--- src/rtl/folded_packet_receiver.sv ---
// Folded-flit packet receiver: reassembles header+payload packets into a packet FIFO.
// Optional frame checking enabled by defining RECEIVER_FRAME_CHECK_EN.
module folded_packet_receiver #(
    parameter int FLIT_WIDTH = 8,
    parameter int GATE_WIDTH = 4,
    parameter int GATE_FOLDS = 2,
    parameter int DEPTH      = 4
) (
    input  logic                             i_clk,
    input  logic                             i_rst,
    input  logic                             i_enable,
    input  logic [FLIT_WIDTH*GATE_FOLDS-1:0] i_rx,
    input  logic                             i_pull,
    output logic                             o_available,
    output logic [GATE_WIDTH-1:0]            o_vl,
    output logic [GATE_WIDTH-1:0]            o_cr,
    output logic [FLIT_WIDTH*GATE_WIDTH-1:0] o_dt,
    output logic [$clog2(DEPTH+1)-1:0]       o_count,
    output logic                             o_drop
);
    localparam int FW   = FLIT_WIDTH;
    localparam int GW   = GATE_WIDTH;
    localparam int GF   = GATE_FOLDS;
    localparam int RW   = FW * GF;
    localparam int DW   = FW * GW;
    localparam int HS   = 1 + 2 * GW;
    localparam int HF   = (HS + FW - 1) / FW;
    localparam int HB   = HF * FW;
    localparam int PADW = HB - HS;
    localparam int HCW  = $clog2(HF + 1);
    localparam int CW   = $clog2(DEPTH + 1);
    localparam int PW   = $clog2(DEPTH);
    localparam logic [HB-1:0] PAD_MASK = HB'((64'd1 << PADW) - 64'd1);

    typedef enum logic [1:0] {IDLE, HDR, PAY} state_t;

    state_t          state_q, state_d;
    logic [HCW-1:0]  cnt_q, cnt_d;
    logic [HB-1:0]   hdr_q, hdr_d;
    logic [GW-1:0]   rem_q, rem_d;
    logic [DW-1:0]   dat_q, dat_d;
    logic [FW-1:0]   flit;
    logic            fin, skip, found;
    logic            chk_en, bad, idle_err;

`ifdef RECEIVER_FRAME_CHECK_EN
    assign chk_en = 1'b1;
`else
    assign chk_en = 1'b0;
`endif

    // Walk the lanes earliest-first; once the packet finishes the rest are dropped.
    always_comb begin
        state_d = state_q;
        cnt_d   = cnt_q;
        hdr_d   = hdr_q;
        rem_d   = rem_q;
        dat_d   = dat_q;
        flit    = '0;
        fin     = 1'b0;
        skip    = 1'b0;
        found   = 1'b0;
        if (i_enable) begin
            if (state_q == IDLE) begin
                if (i_rx[RW-1]) begin
                    state_d = HDR;
                    cnt_d   = '0;
                    hdr_d   = '0;
                    rem_d   = '0;
                    dat_d   = '0;
                end else begin
                    skip = 1'b1;
                end
            end
            for (int k = 0; k < GF; k++) begin
                flit = i_rx[(GF-1-k)*FW +: FW];
                if (state_d == HDR) begin
                    hdr_d = (hdr_d << FW) | HB'(flit);
                    cnt_d = cnt_d + 1'b1;
                    if (cnt_d == HCW'(HF)) begin
                        rem_d = hdr_d[HB-2 -: GW];
                        if (rem_d == '0) begin
                            fin     = 1'b1;
                            state_d = IDLE;
                        end else begin
                            state_d = PAY;
                        end
                    end
                end else if (state_d == PAY) begin
                    found = 1'b0;
                    for (int g = 0; g < GW; g++) begin
                        if (rem_d[g] && !found) begin
                            found               = 1'b1;
                            rem_d[g]            = 1'b0;
                            dat_d[g*FW +: FW]   = flit;
                        end
                    end
                    if (rem_d == '0) begin
                        fin     = 1'b1;
                        state_d = IDLE;
                    end
                end
            end
        end
        bad      = chk_en & (|(hdr_d & PAD_MASK));
        idle_err = chk_en & skip;
    end

    always_ff @(posedge i_clk or negedge i_rst) begin
        if (!i_rst) begin
            state_q <= IDLE;
            cnt_q   <= '0;
            hdr_q   <= '0;
            rem_q   <= '0;
            dat_q   <= '0;
        end else begin
            state_q <= state_d;
            cnt_q   <= cnt_d;
            hdr_q   <= hdr_d;
            rem_q   <= rem_d;
            dat_q   <= dat_d;
        end
    end

    logic [GW-1:0] vl_mem [DEPTH];
    logic [GW-1:0] cr_mem [DEPTH];
    logic [DW-1:0] dt_mem [DEPTH];
    logic [PW-1:0] wr_ptr, rd_ptr, rd_nxt;
    logic [CW-1:0] count_q;
    logic [GW-1:0] new_vl, new_cr;
    logic          full, pop, wr;

    assign new_vl      = hdr_d[HB-2 -: GW];
    assign new_cr      = hdr_d[HB-2-GW -: GW];
    assign o_available = (count_q != '0);
    assign o_count     = count_q;
    assign full        = (count_q == CW'(DEPTH));
    assign pop         = o_available & i_pull;
    assign wr          = fin & ~bad & (~full | pop);
    assign rd_nxt      = rd_ptr + 1'b1;

    always_ff @(posedge i_clk) begin
        if (wr) begin
            vl_mem[wr_ptr] <= new_vl;
            cr_mem[wr_ptr] <= new_cr;
            dt_mem[wr_ptr] <= dat_d;
        end
    end

    // Head registers: refilled from the entry behind, or from the commit bypass.
    always_ff @(posedge i_clk or negedge i_rst) begin
        if (!i_rst) begin
            wr_ptr  <= '0;
            rd_ptr  <= '0;
            count_q <= '0;
            o_drop  <= 1'b0;
            o_vl    <= '0;
            o_cr    <= '0;
            o_dt    <= '0;
        end else begin
            o_drop  <= (fin & ~wr) | idle_err;
            count_q <= count_q + CW'(wr) - CW'(pop);
            if (wr)
                wr_ptr <= wr_ptr + 1'b1;
            if (pop) begin
                rd_ptr <= rd_nxt;
                if (count_q == CW'(1)) begin
                    o_vl <= wr ? new_vl : '0;
                    o_cr <= wr ? new_cr : '0;
                    o_dt <= wr ? dat_d : '0;
                end else begin
                    o_vl <= vl_mem[rd_nxt];
                    o_cr <= cr_mem[rd_nxt];
                    o_dt <= dt_mem[rd_nxt];
                end
            end else if (!o_available && wr) begin
                o_vl <= new_vl;
                o_cr <= new_cr;
                o_dt <= dat_d;
            end
        end
    end
endmodule
--- config.mk ---
export PLATFORM = sky130hd
export DESIGN_NAME = folded_packet_receiver
export DESIGN_NICKNAME = d
export VERILOG_FILES = /design/src/rtl/folded_packet_receiver.sv
export SDC_FILE = /design/constraint.sdc
export NUM_CORES = 1
export LEC_CHECK = 0
export ABC_AREA = 1
export CAP_MARGIN = 20
export CORE_AREA = 2 2 171 173
export DETAILED_ROUTE_END_ITERATION = 6
export DIE_AREA = 0 0 173 175
export GPL_ROUTABILITY_DRIVEN = 0
export GPL_TIMING_DRIVEN = 1
export PLACE_DENSITY_LB_ADDON = 0.3
export SKIP_CTS_REPAIR_TIMING = 1
export SLEW_MARGIN = 10
export SYNTH_ARGS = -nofsm -noshare
export SYNTH_HDL_FRONTEND = slang
export SYNTH_SLANG_ARGS = --single-unit
--- constraint.sdc ---
create_clock -name i_clk -period 12 [get_ports i_clk]
set_clock_uncertainty 0.05 [all_clocks]
set_input_delay 3.6 -clock i_clk [delete_from_list [all_inputs] [get_ports i_clk]]
set_output_delay 3.6 -clock i_clk [all_outputs]
set_load 0.005 [all_outputs]
### Routed metal, one color a layer, run 1

The bar under the picture is 50 um long.
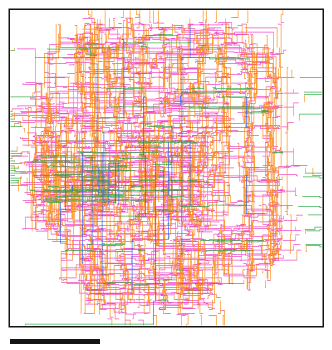
metal 4: marked blue, wire length 945 um. metal 3: marked green, wire length 2,270 um. metal 1: marked magenta, wire length 14,400 um. metal 2: marked orange, wire length 14,800 um.
DRT Wirelength: 32.4 mm
via count: 9,938
routed length per placed instance: 17.8 um

### Cell classes on the final placement, run 1

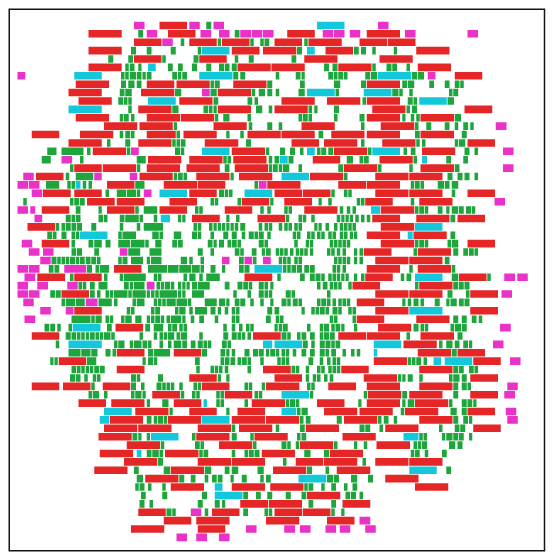
remaining buffers and delay cells: marked magenta, cells 80, share of their area 5.5%. clock drivers and dummy loads: marked cyan, cells 50, share of their area 6.9%. combinational and other logic: marked green, cells 1,048, share of their area 35%. sequential cells: marked red, cells 263, share of their area 53%.
Final Core Density: 51.0%
Core Region: 28,400 sq um
Seq area share: 51.0%
Cell Rows: 62
final cell area excluding filler cells: 14,500 sq um

### Wire density map, run 1

The bar under the picture is 50 um long. The die is cut into 35 by 35 equal tiles; dark blue is low, red is high, scaled to the fullest tile. Values are wire area over tile area, all layers added.
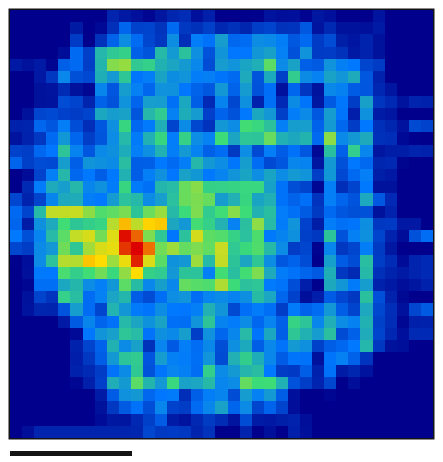
The fullest tile reaches 0.81. 6.9% of the tiles are over half the peak. The mean over all tiles is 0.17. 19% of the tiles are nearly empty. The emptiest ninth of the die: lower right.
all-layer global routing usage: 21.6%

==> out/writeup.txt, run 1 <==
The height of the chip came out at 175 um. The run gives 9,862 for the number of global-route vias before repair. Per the GRT congestion report, total overflow comes to 0.

The multi-input combinational area share was 31.2%. The routed wirelength on the met1 layer is recorded as 14.4 mm. The run gives 0.0894% for the area fraction in mux cells. The clock slew at the register clock pins of the worst setup and hold paths works out to 60 ps.

The post-synthesis area per instance is 9.04 sq um, and the final HPWL from detailed placement is 20.2 mm. Dominant combinational cell family by area after synthesis: simple AND/OR/NAND/NOR gates. The critical path class was in -> reg. The tool warning count is 29. The clock network is responsible for 21.5% of the overall power. In this build the clock could be raised as far as 0.126 GHz. The final timing report derives a shortest allowable period of 7960 ps. The run gives 951 as the multi-input logic cell count. The tools report the total DRC errors in the routed layout as 0.

The run gives 29.4% for the met1 usage in global routing. The biggest power consumer among the groups is combinational cells. The tools report the element type at the critical path start as a primary input.

The synthesized-area fraction occupied by and/or/nand/nor cells came out at 22.5%. The power dissipated by switching net loads came out at 0.00169 W. The delay of the slowest cell on the worst path was 930 ps. The transition time recorded at the tightest slew-check pin is 1010 ps.

The registers reported with the highest flop counts are dt_mem: 128 flops, dat_q: 32 flops, o_dt: 32 flops. The synthesis stat section lists a flop and latch total of 263. The number of pins with negative max-slew slack in the final report came out at 0. The flow ran to the end, and the final reports show no timing, DRC or antenna violations. Looking at the area split, the leading class of cells is flip-flops and latches. Grouping stages by cell kind, the critical path spends the most delay in simple AND/OR/NAND/NOR gates.

The synthesized netlist net count came out at 1,421. Between the synthesized netlist and the finished layout, the area growth was recorded as 15.0%. Routing resource usage on met3 recorded by global route was 3.85%.

After synthesis, the design contains 1,393 cells according to Yosys. The data required time at the worst endpoint is 12,420 ps. Across all hold checks on the routed design, the worst slack comes to 446 ps.

The top layer used by detailed routing is met4. The first global-routing pass estimated 52.5 mm of wire. The total met2 wirelength after detailed routing is 14.8 mm. The most frequent cell after synthesis was nand2_1.

Of the total power, combinational logic draws 42.5%. The most flop-heavy register was dt_mem. Per the synthesis report, the single largest cell type by area occupies 38.2% of cell area. TritonCTS built the clock tree. Initial antenna violation count: 0. Post-route period utilization is reported as 66.3%. The non-clock buffer instance count of the final layout was 80; the met2 demand-to-capacity share in global routing was 35.1%. Yosys mapped a number of flops with a built-in enable equal to 160.

The clock network takes up 6.63% of total cell area after layout. Along the worst path, the maximum fanout reaches 50. The violation tally from detailed-route iteration zero was 998.

In this run the remaining antenna-violating nets after routing total 0. Registers are responsible for 36.0% of the overall power. Entering global routing, the biggest net connects 81 pins.

Looking at the clock tree report, the root buffer type is clkbuf_16. Setup repair after global routing left no endpoint under its margin.
## run 1: worst paths after layout
path	startpoint	end	slack, ps	depth (start not counted)
min	cnt_q[0]	cnt_q[0]	450	2
min reg2reg	cnt_q[0]	cnt_q[0]	450	2
min in group asynchronous	i_rst	o_cr[1]	2940	1
max reg2reg	state_q[1]	o_cr[0]	7300	14
max	i_rx[15]	o_cr[0]	4040	14
max in group asynchronous	i_rst	rd_ptr[1]	7830	3
## run 1: stage by stage
step	area, sq um	setup WS [ps]	utilization (%)	std cells
2_1_floorplan	12600	4130	-	1393
3_3_place_gp	13500	3750	47.5	1773
3_5_place_dp	13500	3560	47.5	1773
4_1_cts	14500	4110	50.9	1823
5_1_grt	14500	3560	51.0	1825
6_report	14500	4040	51.0	1825
--- run 2 (diff from run 1) ---
==> constraint.sdc (replaced) <==
create_clock -name i_clk -period 7.1 [get_ports i_clk]
set_clock_uncertainty 0.05 [all_clocks]
set_input_delay 2.13 -clock i_clk [delete_from_list [all_inputs] [get_ports i_clk]]
set_output_delay 2.13 -clock i_clk [all_outputs]
set_load 0.005 [all_outputs]
==> run 2 against run 1 <==
  * Synthesized area stayed put
  * Core utilization about the same
  * Hold slack better by 17 ps
  * Sequential share of layout area is essentially flat
  * Count of clock-buffer cells in the layout rose by 3
  * Non-clock buffer count rose by 3
  * Via count decreased by 0.17%
  * Combinational power rose by 68%
  * Synthesized cell count did not move
  * Cell count increased by 0.16%
  * Register-to-register slack got worse by 4200 ps
  * Worst setup slack lost 2800 ps
  * Critical path type unchanged
  * Largest power group unchanged
  * Highest routed layer unchanged
==> out/writeup.txt, run 2 <==
The flow ran to the end, and the final reports show no timing, DRC or antenna violations. The synthesized-area fraction occupied by and/or/nand/nor cells works out to 22.5% (unchanged). Most frequent cell after synthesis: nand2_1.

Clock slew at the register clock pins of the worst setup and hold paths: 60 ps (about the same). The run gives 804 (-19%) as the violation tally from detailed-route iteration zero. Fraction of power consumed by combinational cells: 42.2% (-0.3 points). The standard cell area after detailed placement was 13,500 sq um (+0.28%); the count of state elements after synthesis was 263 (unchanged). The run gives 21.4% (-0.19 points) for the aggregate global-route resource usage. The core occupancy in the finished layout came out at 51.1% (about the same).

The final standard cell count with taps included and fillers excluded is 1,828 (+0.16%). Count of cell instances traversed by the critical path: 17 (+3). The root buffer selected by CTS was clkbuf_16. The run gives 1290 ps (-2760 ps) as the worst path setup slack after routing. The worst setup path startpoint is i_rx[15]. The mean routed wirelength per cell is 17.4 um (-2.0%). For the count of antenna-violating nets left after detailed routing, the log shows 0 (unchanged). Critical path class: in -> reg. The delay of the slowest cell on the worst path works out to 760 ps (-170 ps).

The run gives 81 (unchanged) for the pin count of the biggest net entering global routing. The tools report the data required time at the worst endpoint as 7210 ps (-5210 ps). The top layer used by detailed routing was met4. The post-synthesis area per instance came out at 9.04 sq um (unchanged). The routed via count was 9,921 (-0.17%); the number of instances on the worst hold path was 2 (unchanged). The wire length of the first global-routing pass is 52.4 mm (-0.30%).

The total DRC errors in the routed layout is 0 (unchanged). The slew of the pin with the lowest slew margin is 980 ps (-27.7 ps), and the sequential power share is 36.1% (about the same). The number of placed instances with taps included came out at 1,778 (+0.28%).

The tools report the length of routed wiring on met1 as 13.7 mm (-4.9%). The dominant combinational cell family by area after synthesis is simple AND/OR/NAND/NOR gates. Timing would allow up to 0.172 GHz. Subtracting the final worst setup slack from the clock period gives 5810 ps. The tools report the pre-CTS setup slack as 837 ps (-2720 ps). The endpoint identified for the worst register-to-register timing path is dt_mem[1][8]. The worst-case register-to-register setup slack came out at 3060 ps (-4240 ps). TritonCTS built the clock tree. The fraction of the cycle the final worst path needs was 81.9%. Most flop-heavy register: dt_mem.

The synthesized netlist net count is 1,421 (unchanged), and the relative contribution of the clock network to total power is 21.7% (+0.2 points). Setup repair after global routing left no endpoint under its margin. The run gives 0 (unchanged) as the aggregate global routing overflow.

The run gives 0 (unchanged) as the number of pins with negative max-slew slack in the final report. The tools report the met2 demand-to-capacity share in global routing as 34.6% (-0.47 points). The worst-case hold slack came out at 463 ps (+17.5 ps). The height of the chip came out at 175 um (unchanged).
[run 2: cell counts after synthesis]
No cell type changed its count.
[run 2: layout make-up]
| class | count | area [sq um] |
|---|---|---|
| Clock buffer | 34 | 742 |
| Sequential cell | 263 | 7380 |
| Multi-Input combinational cell | 951 | 4530 |
| Inverter | 97 | 367 |
| Tap cell | 384 | 480 |
| Fill cell | 2621 | 13900 |
| Timing Repair Buffer | 83 | 776 |
| Clock inverter | 16 | 221 |
[run 2: worst min-delay path by stage]
stage | start | to | slack (ps)
CTS | cnt_q[1] | cnt_q[1] | 470
finish | cnt_q[1] | cnt_q[1] | 460
global route | cnt_q[0] | cnt_q[0] | 490
floorplan | cnt_q[0] | cnt_q[0] | 400
detailed placement | cnt_q[1] | cnt_q[1] | 450
global placement | cnt_q[0] | cnt_q[0] | 440
### Routed metal, one color a layer, run 2

The bar under the picture is 50 um long.
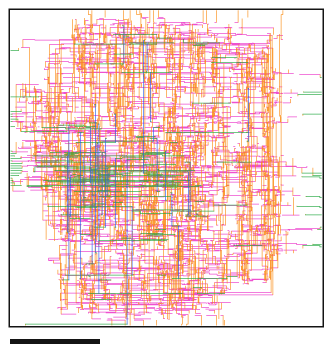
metal 2: marked orange, wire length 14,600 um. metal 1: marked magenta, wire length 13,700 um. metal 4: marked blue, wire length 1,150 um. metal 3: marked green, wire length 2,430 um.

Power and IR drop assume default switching activity.
